**Sequential cells grouped by signal name**

Bar = 20 um. Other sequential cells in the stronger grey, the rest of the logic in the fainter grey.
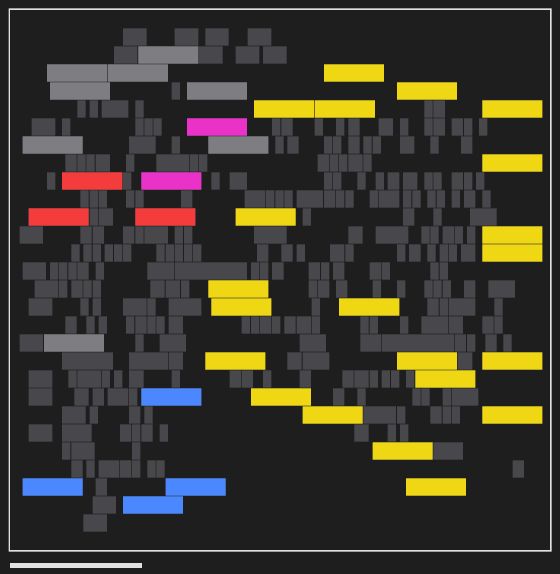
**Clock network drawn from the DEF**

Bar = 20 um.
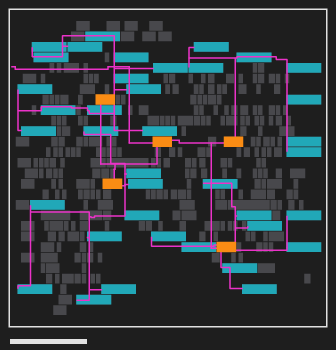
**Drive-strength map**

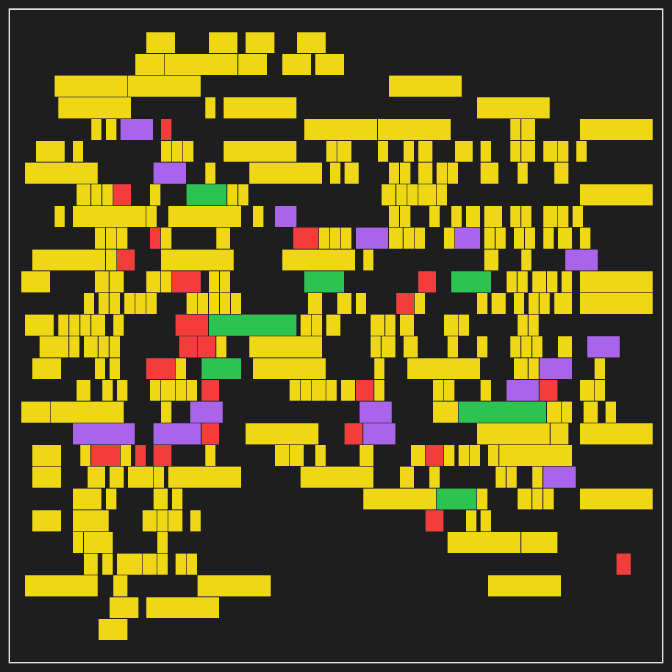
### config.mk
export PLATFORM = sky130hd
export DESIGN_NAME = simon_round_controller
export DESIGN_NICKNAME = d
export VERILOG_FILES = /design/src/rtl/simon_pkg.sv /design/src/rtl/simon_timeout_timer.sv /design/src/rtl/simon_round_controller.sv
export SDC_FILE = /design/constraint.sdc
export NUM_CORES = 1
export LEC_CHECK = 0
export ABC_AREA = 1
export ABC_CLOCK_PERIOD_IN_PS = 4620
export CAP_MARGIN = 20
export CORE_UTILIZATION = 35
export DETAILED_ROUTE_END_ITERATION = 7
export MAX_ROUTING_LAYER = met4
export PLACE_DENSITY = 0.53
export SYNTH_ARGS = -nofsm -noshare
export SYNTH_HDL_FRONTEND = slang
export SYNTH_HIERARCHICAL = 1
export SYNTH_SLANG_ARGS = --single-unit
### constraint.sdc
create_clock -name clk -period 4.62 [get_ports clk]
set_input_delay 1.155 -clock clk [delete_from_list [all_inputs] [get_ports clk]]
set_output_delay 1.155 -clock clk [all_outputs]
set_load 0.005 [all_outputs]
### src/rtl/simon_pkg.sv
// Shared types and constants for the Simon Says round controller.
package simon_pkg;

  typedef enum logic [2:0] {
    S_IDLE,
    S_GEN,
    S_DISP,
    S_WAIT,
    S_CHK,
    S_WIN,
    S_LOSE
  } state_t;

  localparam logic [1:0] PH_IDLE = 2'b00;
  localparam logic [1:0] PH_DISP = 2'b01;
  localparam logic [1:0] PH_WAIT = 2'b10;
  localparam logic [1:0] PH_CHK  = 2'b11;

  localparam int DEFAULT_MAX_ROUNDS     = 16;
  localparam int DEFAULT_TIMEOUT_CYCLES = 2_000_000;

  // Debug phase code for a state; GEN, WIN and LOSE share the idle code.
  function automatic logic [1:0] phase_of(input state_t s);
    case (s)
      S_DISP:  phase_of = PH_DISP;
      S_WAIT:  phase_of = PH_WAIT;
      S_CHK:   phase_of = PH_CHK;
      default: phase_of = PH_IDLE;
    endcase
  endfunction

endpackage

### src/rtl/simon_timeout_timer.sv
// Inactivity counter for the input phase. Counts while run is high,
// returns to zero on clr or whenever run is low.
module simon_timeout_timer #(
  parameter int TIMEOUT_CYCLES = simon_pkg::DEFAULT_TIMEOUT_CYCLES,
  parameter int TIMER_W        = 21
) (
  input  logic clk,
  input  logic rst_n,
  input  logic clr,
  input  logic run,
  output logic expired
);

  logic [TIMER_W-1:0] count;

  // Count idle cycles; any clear or leaving the run window zeroes the count.
  always_ff @(posedge clk or negedge rst_n) begin
    if (!rst_n) begin
      // NOTE: sequential state uses non-blocking assignments so every flop
      // samples pre-edge values regardless of process evaluation order.
      count <= '0;
    end else if (clr || !run) begin
      count <= '0;
    end else begin
      count <= count + 1'b1;
    end
  end

  assign expired = (count == TIMER_W'(TIMEOUT_CYCLES - 1));

endmodule

### src/rtl/simon_round_controller.sv
// Central Simon Says sequencer: one FSM driving the generator, display,
// input-capture and compare stages, owning the round index, the input
// inactivity timeout and the win/lose result. All outputs are registered
// copies of what the next state decodes to.
module simon_round_controller
  import simon_pkg::*;
#(
  parameter int MAX_ROUNDS     = DEFAULT_MAX_ROUNDS,
  parameter int ROUND_W        = 4,
  parameter int TIMEOUT_CYCLES = DEFAULT_TIMEOUT_CYCLES,
  parameter int TIMER_W        = 21
) (
  input  logic               clk,
  input  logic               rst_n,
  input  logic               start,
  input  logic               abort,
  input  logic               press,
  output logic               gen_en,
  input  logic               gen_done,
  output logic               disp_en,
  input  logic               disp_done,
  output logic               wait_en,
  input  logic               wait_done,
  output logic               chk_en,
  input  logic               chk_done,
  input  logic               chk_pass,
  output logic               stage_clr,
  output logic [ROUND_W-1:0] round,
  output logic               win,
  output logic               lose,
  output logic [1:0]         phase
);

  state_t             state, next_state;
  logic [ROUND_W-1:0] next_round;
  logic               start_q;
  logic               start_rise;
  logic               timer_clr, timer_run, timer_expired;
  logic               timeout;

  logic               nxt_gen_en, nxt_disp_en, nxt_wait_en, nxt_chk_en;
  logic               nxt_stage_clr, nxt_win, nxt_lose;
  logic [1:0]         nxt_phase;

  assign start_rise = start & ~start_q;

  // A press in the expiry cycle clears the timer and cancels the loss.
  assign timeout   = (state == S_WAIT) && timer_expired && !press;
  assign timer_run = (next_state == S_WAIT);
  assign timer_clr = press || ((next_state == S_WAIT) && (state != S_WAIT));

  simon_timeout_timer #(
    .TIMEOUT_CYCLES (TIMEOUT_CYCLES),
    .TIMER_W        (TIMER_W)
  ) u_timer (
    .clk     (clk),
    .rst_n   (rst_n),
    .clr     (timer_clr),
    .run     (timer_run),
    .expired (timer_expired)
  );

  // State, round and registered outputs.
  always_ff @(posedge clk or negedge rst_n) begin
    if (!rst_n) begin
      state     <= S_IDLE;
      round     <= '0;
      start_q   <= 1'b0;
      gen_en    <= 1'b0;
      disp_en   <= 1'b0;
      wait_en   <= 1'b0;
      chk_en    <= 1'b0;
      stage_clr <= 1'b0;
      win       <= 1'b0;
      lose      <= 1'b0;
      phase     <= PH_IDLE;
    end else begin
      state     <= next_state;
      round     <= next_round;
      start_q   <= start;
      gen_en    <= nxt_gen_en;
      disp_en   <= nxt_disp_en;
      wait_en   <= nxt_wait_en;
      chk_en    <= nxt_chk_en;
      stage_clr <= nxt_stage_clr;
      win       <= nxt_win;
      lose      <= nxt_lose;
      phase     <= nxt_phase;
    end
  end

  // Next state and round: abort, then the current stage's done, then
  // timeout, then a start edge. A done is only looked at in its own state.
  always_comb begin
    // NOTE: defaults before any branch keep this block free of latches.
    next_state = state;
    next_round = round;
    if (abort) begin
      next_state = S_IDLE;
      next_round = '0;
    end else begin
      case (state)
        S_IDLE, S_WIN, S_LOSE: begin
          if (start_rise) begin
            next_state = S_GEN;
            next_round = '0;
          end
        end
        S_GEN:  if (gen_done)  next_state = S_DISP;
        S_DISP: if (disp_done) next_state = S_WAIT;
        S_WAIT: begin
          if (wait_done)    next_state = S_CHK;
          else if (timeout) next_state = S_LOSE;
        end
        S_CHK: begin
          if (chk_done) begin
            if (!chk_pass) begin
              next_state = S_LOSE;
            end else if (round == ROUND_W'(MAX_ROUNDS - 1)) begin
              next_state = S_WIN;
            end else begin
              next_state = S_DISP;
              next_round = round + 1'b1;
            end
          end
        end
        default: next_state = S_IDLE;
      endcase
    end
  end

  // Output decode of the next state; stage_clr marks entry into a stage.
  always_comb begin
    nxt_gen_en    = (next_state == S_GEN);
    nxt_disp_en   = (next_state == S_DISP);
    nxt_wait_en   = (next_state == S_WAIT);
    nxt_chk_en    = (next_state == S_CHK);
    nxt_win       = (next_state == S_WIN);
    nxt_lose      = (next_state == S_LOSE);
    nxt_phase     = phase_of(next_state);
    nxt_stage_clr = (next_state != state) &&
                    ((next_state == S_GEN) || (next_state == S_DISP) ||
                     (next_state == S_WAIT));
  end

endmodule

==> flow_summary.yaml <==
# implementation run metrics
outcome:
  outcome: "complete, no violations"
global_route:
  grt_first_pass_wirelength_mm: 7.88
  grt_most_used_layer: "met2"
  grt_usage_pct: 16.0
  antenna_found_initial: 0
  grt.met2_usage_pct: 26.3
synthesis:
  syn-cell-area_um2: 2220
  yosysCellCount: 294
  synth.most_common_cell: "nand2_1"
  common_cells: "65 x nand2_1, 49 x nor2_1, 40 x inv_1"
  yosysTopAreaCell: "dfrtp_1"
  yosysUniqueCellTypes: 27
  yosys_area_um2: 2220
  synthCells: 294
  yosys-top-cells-area: "dfrtp_1 43%, nand2_1 11%, nor2_1 8.3%"
cts:
  cts.sinks: 38
  cts_buffer_depth: 2
setup_path:
  arrival_ns: 2.99
  critPathSlowestCell: "clkdlybuf4s50_1"
final_timing:
  slew_headroom_pct: 42.1
  tns_ns: 0
placed_design:
  place_ws_ns: 1.54
  io_buffers: 22
  dp_hpwl_mm: 3.39
layout:
  fillers: 637
  syn_to_final_growth_pct: 19.6
  finalInstanceArea_um2: 2650
  nonClkBufAreaFrac_pct: 8.39
power_and_ir_drop:
  switching_share_pct: 25.1
  p_sw_w: 0.000204
  power_density_nw_per_um2: 306
run:
  drv_cap: 0
drt:
  first_pass_iters: 4
die:
  fp_util_pct: 36.8
About 'sequential cells grouped by signal name':
legend:
  magenta:
    name_in_the_netlist: `phase`
    sequential_cells: 2
  yellow:
    name_in_the_netlist: `u_timer/count`
    sequential_cells: 21
  red:
    name_in_the_netlist: `state`
    sequential_cells: 3
  blue:
    name_in_the_netlist: `round`
    sequential_cells: 4
    where: south-west
not coloured: 8
final core occ: 44.0%
register area: 951 um2

About 'clock network drawn from the DEF':
legend:
  cyan:
    item: flip-flops
    count: 38
  magenta:
    item: clock wires
    length: 554 um
  orange:
    item: clock-net drivers
    count: 5
routed clock nets: 6
worst clock skew: 0.00861 ns
clock share of power: 42.3%
Power Clock: 0.000343 W
Worst-Skew Late Latency: 0.30 ns

About 'drive-strength map':
legend:
  yellow:
    size: x1 and smaller
    cells: 278
  red:
    size: x2
    cells: 23
  green:
    size: x6 and larger
    cells: 7
  purple:
    size: x3 and x4
    cells: 15

final timing paths:
kind	cells past startpoint	to	slack, ns	startpoint
min	1	u_timer/count[12]$_DFF_PN0_	0.54	u_timer/count[12]$_DFF_PN0_
min in group asynchronous	1	u_timer/count[0]$_DFF_PN0_	0.97	rst_n
min reg2reg	1	u_timer/count[12]$_DFF_PN0_	0.54	u_timer/count[12]$_DFF_PN0_
max reg2reg	16	u_timer/count[7]$_DFF_PN0_	1.94	u_timer/count[0]$_DFF_PN0_
max in group asynchronous	1	u_timer/count[4]$_DFF_PN0_	3.10	rst_n
max	14	u_timer/count[7]$_DFF_PN0_	1.85	start
sequential cells by signal (all words and copies together) (netlist names):
name,flops
u_timer/count,21
round,4
state,3
phase,2
chk_en,1
disp_en,1
gen_en,1
lose,1
stage_clr,1
start_q,1
wait_en,1
win,1
power by group through the flow:
stage	registers, W	logic [W]	clock network (W)
global placement	0.000360	0.000115	0
detailed placement	0.000360	0.000115	0
CTS	0.000354	0.000116	0.000356
floorplan	0.000357	0.0000776	0
global route	0.000356	0.000128	0.000369
finish	0.000354	0.000114	0.000343
routing by layer:
| layer | wire [um] | up-vias |
|---|---|---|
| li1 | - | 973 |
| met1 | 2200 | 860 |
| met2 | 2140 | 28 |
| met3 | 122 | 6 |
| met4 | 63 | 0 |
| met5 | 0 | - |
cell families (layout without fill, tap and decap cells):
family / count (synthesis) / in the layout / share of synthesized area [%]
xor gates and xnor gates: 3 / 3 / 1.18
AOI/OAI and AO/OA: 22 / 22 / 5.87
adders and majority gates: 2 / 2 / 1.13
DFF: 38 / 38 / 42.9
buffers and inverters: 45 / 74 / 8.12
and+or+nand+nor: 184 / 184 / 40.8
Power is estimated from default activity; no workload was simulated.
